File: config.mk
export PLATFORM = sky130hd
export DESIGN_NAME = serial_adder
export DESIGN_NICKNAME = d
export VERILOG_FILES = /design/src/rtl/serial_adder.sv
export SDC_FILE = /design/constraint.sdc
export NUM_CORES = 1
export LEC_CHECK = 0
export CORE_MARGIN = 5
export CORE_UTILIZATION = 45
export DETAILED_ROUTE_END_ITERATION = 10
export GPL_TIMING_DRIVEN = 0
export PLACE_DENSITY_LB_ADDON = 0.25
export SLEW_MARGIN = 20
export SYNTH_ARGS = -nofsm -noshare
export SYNTH_HDL_FRONTEND = slang
export SYNTH_SLANG_ARGS = --single-unit
export TNS_END_PERCENT = 100
File: constraint.sdc
create_clock -name clk -period 3.2 [get_ports clk]
set_clock_uncertainty 0.15 [all_clocks]
set_input_delay 0.32 -clock clk [delete_from_list [all_inputs] [get_ports clk]]
set_output_delay 0.32 -clock clk [all_outputs]
set_load 0.02 [all_outputs]
File: src/rtl/serial_adder.sv
// -----------------------------------------------------------------------------
// serial_adder
//   Bit-serial adder: adds two WIDTH-bit operands LSB-first, one bit per clock,
//   through a single full-adder stage and a carry flip-flop. A start/busy/done
//   handshake lets slow board-level logic drive it without a long ripple chain.
//
//   Build option: define SERIAL_ADDER_SUB_EN to enable subtract mode (sub=1
//   at the start edge computes A-B). Without it, the sub port is ignored and
//   the block always computes A+B+cin.
//
// Ports:
//   clk       in   system clock, rising-edge
//   reset     in   asynchronous active-high reset
//   start     in   begin an operation (accepted in IDLE or DONE)
//   a, b      in   operands, sampled only on the accepting edge
//   cin       in   carry-in, sampled only on the accepting edge
//   sub       in   subtract select (only with SERIAL_ADDER_SUB_EN)
//   busy      out  high while the serial addition is running
//   done      out  one-cycle pulse when sum/cout/overflow are updated
//   sum       out  result register
//   cout      out  carry-out of the MSB (no-borrow flag when subtracting)
//   overflow  out  two's-complement signed overflow
// -----------------------------------------------------------------------------
module serial_adder #(
    parameter int WIDTH = 8
) (
    input  logic             clk,
    input  logic             reset,
    input  logic             start,
    input  logic [WIDTH-1:0] a,
    input  logic [WIDTH-1:0] b,
    input  logic             cin,
    input  logic             sub,
    output logic             busy,
    output logic             done,
    output logic [WIDTH-1:0] sum,
    output logic             cout,
    output logic             overflow
);

    typedef enum logic [1:0] {
        S_IDLE = 2'd0,
        S_RUN  = 2'd1,
        S_DONE = 2'd2
    } state_t;

    // Counter needs at least one bit even for WIDTH=1.
    localparam int CW = (WIDTH > 1) ? $clog2(WIDTH) : 1;

    state_t           state_q, state_d;
    logic [CW-1:0]    cnt_q, cnt_d;
    logic [WIDTH-1:0] a_sr_q, a_sr_d;
    logic [WIDTH-1:0] b_sr_q, b_sr_d;
    logic [WIDTH-1:0] res_q, res_d;
    logic [WIDTH-1:0] sum_q, sum_d;
    logic             carry_q, carry_d;
    logic             cout_q, cout_d;
    logic             ovf_q, ovf_d;

    logic             accept;
    logic             last_bit;
    logic             sum_bit;
    logic             carry_out;
    logic [WIDTH-1:0] b_load;
    logic             carry_load;
    logic [WIDTH-1:0] res_shift;

    // Operand B and initial carry as loaded on the accepting edge.
`ifdef SERIAL_ADDER_SUB_EN
    // A-B = A + ~B + 1; cin is ignored while subtracting.
    assign b_load     = sub ? ~b : b;
    assign carry_load = sub ? 1'b1 : cin;
`else
    logic unused_sub;
    assign unused_sub = sub;
    assign b_load     = b;
    assign carry_load = cin;
`endif

    assign accept   = start && ((state_q == S_IDLE) || (state_q == S_DONE));
    assign last_bit = (state_q == S_RUN) && (cnt_q == CW'(WIDTH - 1));

    // The single full-adder stage.
    assign sum_bit   = a_sr_q[0] ^ b_sr_q[0] ^ carry_q;
    assign carry_out = (a_sr_q[0] & b_sr_q[0]) | (carry_q & (a_sr_q[0] ^ b_sr_q[0]));

    // New sum bit enters at the MSB, so after WIDTH shifts bit 0 sits at LSB.
    generate
        if (WIDTH == 1) begin : g_res_w1
            assign res_shift = sum_bit;
        end else begin : g_res_wn
            assign res_shift = {sum_bit, res_q[WIDTH-1:1]};
        end
    endgenerate

    // State register
    always_ff @(posedge clk or posedge reset) begin
        if (reset) begin
            state_q <= S_IDLE;
        end else begin
            state_q <= state_d;
        end
    end

    // Next-state logic
    always_comb begin
        state_d = state_q;
        case (state_q)
            S_IDLE:  if (start) state_d = S_RUN;
            S_RUN:   if (last_bit) state_d = S_DONE;
            S_DONE:  state_d = start ? S_RUN : S_IDLE;
            default: state_d = S_IDLE;
        endcase
    end

    // Output logic
    always_comb begin
        busy     = (state_q == S_RUN);
        done     = (state_q == S_DONE);
        sum      = sum_q;
        cout     = cout_q;
        overflow = ovf_q;
    end

    // Datapath next-state
    always_comb begin
        a_sr_d  = a_sr_q;
        b_sr_d  = b_sr_q;
        res_d   = res_q;
        carry_d = carry_q;
        cnt_d   = cnt_q;
        sum_d   = sum_q;
        cout_d  = cout_q;
        ovf_d   = ovf_q;
        if (accept) begin
            a_sr_d  = a;
            b_sr_d  = b_load;
            carry_d = carry_load;
            cnt_d   = '0;
        end else if (state_q == S_RUN) begin
            a_sr_d  = a_sr_q >> 1;
            b_sr_d  = b_sr_q >> 1;
            res_d   = res_shift;
            carry_d = carry_out;
            cnt_d   = cnt_q + CW'(1);
            if (last_bit) begin
                // carry_q here is the carry into the MSB.
                sum_d  = res_shift;
                cout_d = carry_out;
                ovf_d  = carry_q ^ carry_out;
            end
        end
    end

    // Datapath registers
    always_ff @(posedge clk or posedge reset) begin
        if (reset) begin
            a_sr_q  <= '0;
            b_sr_q  <= '0;
            res_q   <= '0;
            carry_q <= 1'b0;
            cnt_q   <= '0;
            sum_q   <= '0;
            cout_q  <= 1'b0;
            ovf_q   <= 1'b0;
        end else begin
            a_sr_q  <= a_sr_d;
            b_sr_q  <= b_sr_d;
            res_q   <= res_d;
            carry_q <= carry_d;
            cnt_q   <= cnt_d;
            sum_q   <= sum_d;
            cout_q  <= cout_d;
            ovf_q   <= ovf_d;
        end
    end

endmodule
==> flow_metrics.py, run 1 <==
# Physical implementation metrics
metrics = {
    "place": {
        "placement.io_buffers": 31,
        "dp.cells": 230,
    },
    "sta": {
        "final_critical_path_setup_slack_ns": 0.7079,
    },
    "cells_and_area": {
        "fin_util_pct": 60.01,
        "final_cells": 238,
        "proportion_of_cell_area_spent_on_the_clock_network_pct": 4.522,
        "lay_top_cells": "dfrtp_1 (39), clkdlybuf4s50_1 (31), nand2_1 (22), nor2_1 (15)",
    },
    "critical_path": {
        "rr_worst_depth": 5,
        "worstSetupPathType": "flop to output pin",
        "crit_family": "buffers and inverters",
        "critical_path_peak_fanout": 10,
        "crit_buf_inv": 4,
    },
    "synth": {
        "synth.top_cells.by_area": "dfrtp_1 (57%), mux2_4 (6.1%), nand2_1 (4.8%), o22ai_1 (4.7%), nor3_1 (3.8%)",
        "synthesis.yosys.warnings": 0,
        "netlist_instances": 150,
        "yosys.cell_types.count": 25,
        "yosys.cell_count.top_type": "dfrtp_1",
    },
    "routing": {
        "drt_iter0_drc": 60,
        "wl_met3_um": 173,
        "route.detailed.wl_per_inst_um": 14.14,
        "drtPass1Iterations": 4,
    },
    "clock_network": {
        "cts_root_buffer": "clkbuf_8",
        "post_cts_resized": 0,
        "clk_path_buf_depth": 2,
        "cts-buffers-inserted": 5,
        "cts.sinks": 39,
    },
    "global_route": {
        "maximum_number_of_pins_on_one_net_before_global_route_repair": 29,
        "grt_busiest_layer": "met2",
    },
    "run_status": {
        "outcome": "complete, no violations",
    },
    "power": {
        "power.leakage_nw": 1.024,
    },
}
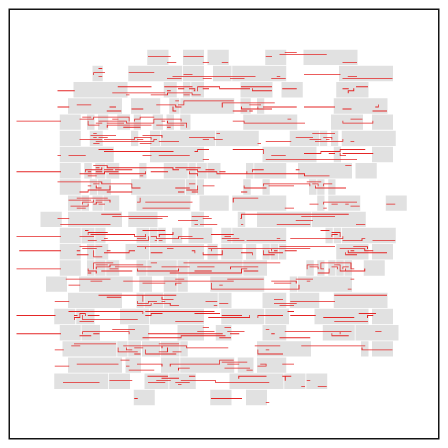
Fig. 1. Signal wires on met1 (run 1).
share of all routed wire = 44%
longest straight run = 18.4 um
main direction = horizontal
nets with wire on the layer = 189
wire length on this layer = 1480 um
Total Routed Length: 3365 um
DR vias: 1210
global-route track usage on met1: 17.16%

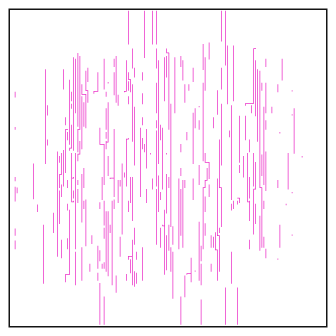
Fig. 2. Metal 2 (run 1).
longest straight run = 27.9 um
share of all routed wire = 49%
wire length on this layer = 1650 um
main direction = vertical
global-route met2 utilization: 23.57%

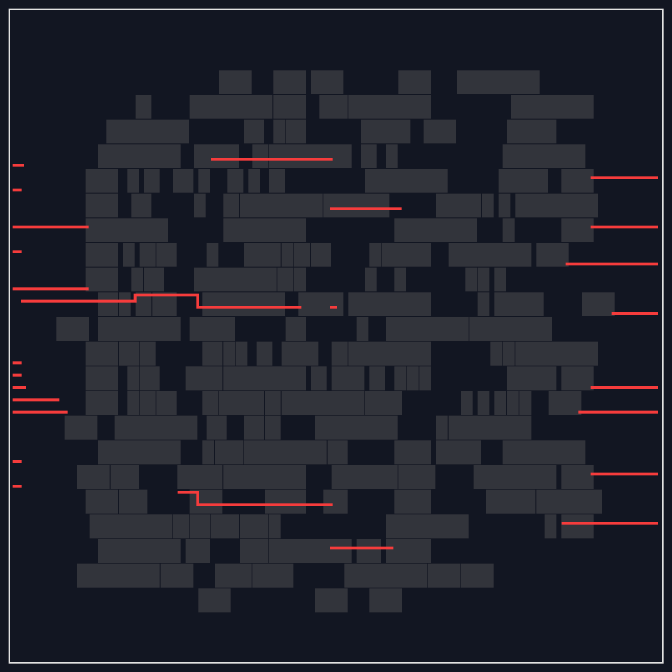
Fig. 3. Signal wires on met3 (run 1).
share of all routed wire = 5.1%
main direction = horizontal
longest straight run = 14.7 um
met3 capacity usage during global routing: 5.610%

## Run 2: what changed since run 1
==> constraint.sdc (replaced) <==
create_clock -name clk -period 2.58 [get_ports clk]
set_clock_uncertainty 0.15 [all_clocks]
set_input_delay 0.258 -clock clk [delete_from_list [all_inputs] [get_ports clk]]
set_output_delay 0.258 -clock clk [all_outputs]
set_load 0.02 [all_outputs]
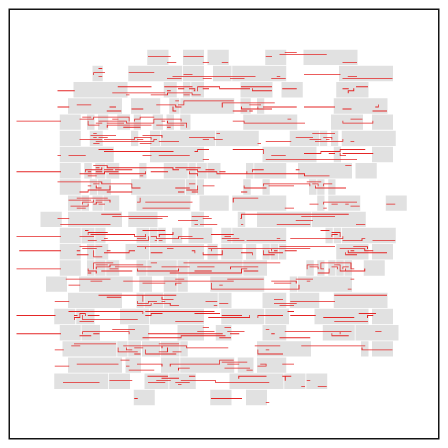
Fig. 4. Signal wires on met1 (run 2).
wire length on this layer = 1480 um
share of all routed wire = 44%
main direction = horizontal
longest straight run = 18.4 um
nets with wire on the layer = 189

==> run 2 against run 1 <==
Synthesized cell count unchanged. Non-clock buffer count is the same. Die size is the same. Largest cell class unchanged. Clock power rose by 24%. Area after synthesis did not move. Design area is the same. Worst hold slack worse by 0.062 ns.
==> flow_metrics.py, run 2 <==
# Physical implementation metrics
metrics = {
    "critical_path": {
        "worstSetupPathType": "flop to output pin",
        "rr_worst_depth": 5,
        "crit_family": "buffers and inverters",
        "crit_buf_inv": 4,
        "critical_path_source_type": "flop",
        "critical_path_peak_fanout": 10,
    },
    "global_route": {
        "met3_capacity_usage_during_global_routing_pct": 5.610,
        "global_route_track_usage_on_met1_pct": 17.16,
        "maximum_number_of_pins_on_one_net_before_global_route_repair": 29,
        "grt_busiest_layer": "met2",
    },
    "cells_and_area": {
        "proportion_of_cell_area_spent_on_the_clock_network_pct": 4.522,
        "fin_util_pct": 60.01,
        "final_cells": 238,
        "lay_top_cells": "dfrtp_1 (39), clkdlybuf4s50_1 (31), nand2_1 (22), nor2_1 (15)",
    },
    "synth": {
        "synthesis.yosys.warnings": 0,
        "post_synth_most_frequent_cells": "dfrtp_1 (39), nand2_1 (22), nor2_1 (15), nor3_1 (13), o22ai_1 (13)",
        "enable_flop_cells": 0,
        "netlist_instances": 150,
        "yosys.cell_types.count": 25,
        "yosys.cell_count.top_type": "dfrtp_1",
        "synth.top_cells.by_area": "dfrtp_1 (57%), mux2_4 (6.1%), nand2_1 (4.8%), o22ai_1 (4.7%), nor3_1 (3.8%)",
    },
    "clock_network": {
        "cts-buffers-inserted": 5,
        "cts_root_buffer": "clkbuf_8",
        "clk_path_buf_depth": 2,
        "post_cts_resized": 0,
        "cts.sinks": 39,
    },
    "routing": {
        "drt_iter0_drc": 60,
        "drtPass1Iterations": 4,
        "num_vias": 1210,
        "wl_met3_um": 173,
        "route.detailed.wl_per_inst_um": 14.14,
        "wl_um": 3365,
    },
    "power": {
        "netSwitchingFraction_pct": 35.48,
        "power.leakage_nw": 1.024,
    },
    "place": {
        "dp.cells": 230,
        "placement.io_buffers": 31,
    },
    "run_status": {
        "outcome": "complete, no violations",
    },
    "die": {
        "fp_util_pct": 46.71,
    },
    "sta": {
        "final_critical_path_setup_slack_ns": 0.1499,
    },
}
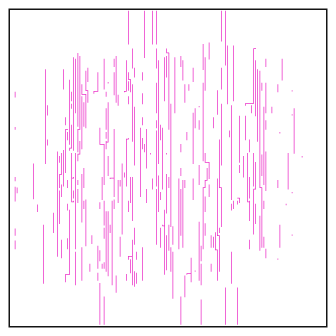
Fig. 5. Metal 2 (run 2).
main direction = vertical
longest straight run = 27.9 um
share of all routed wire = 49%
nets with wire on the layer = 173

Power is estimated from default activity; no workload was simulated.
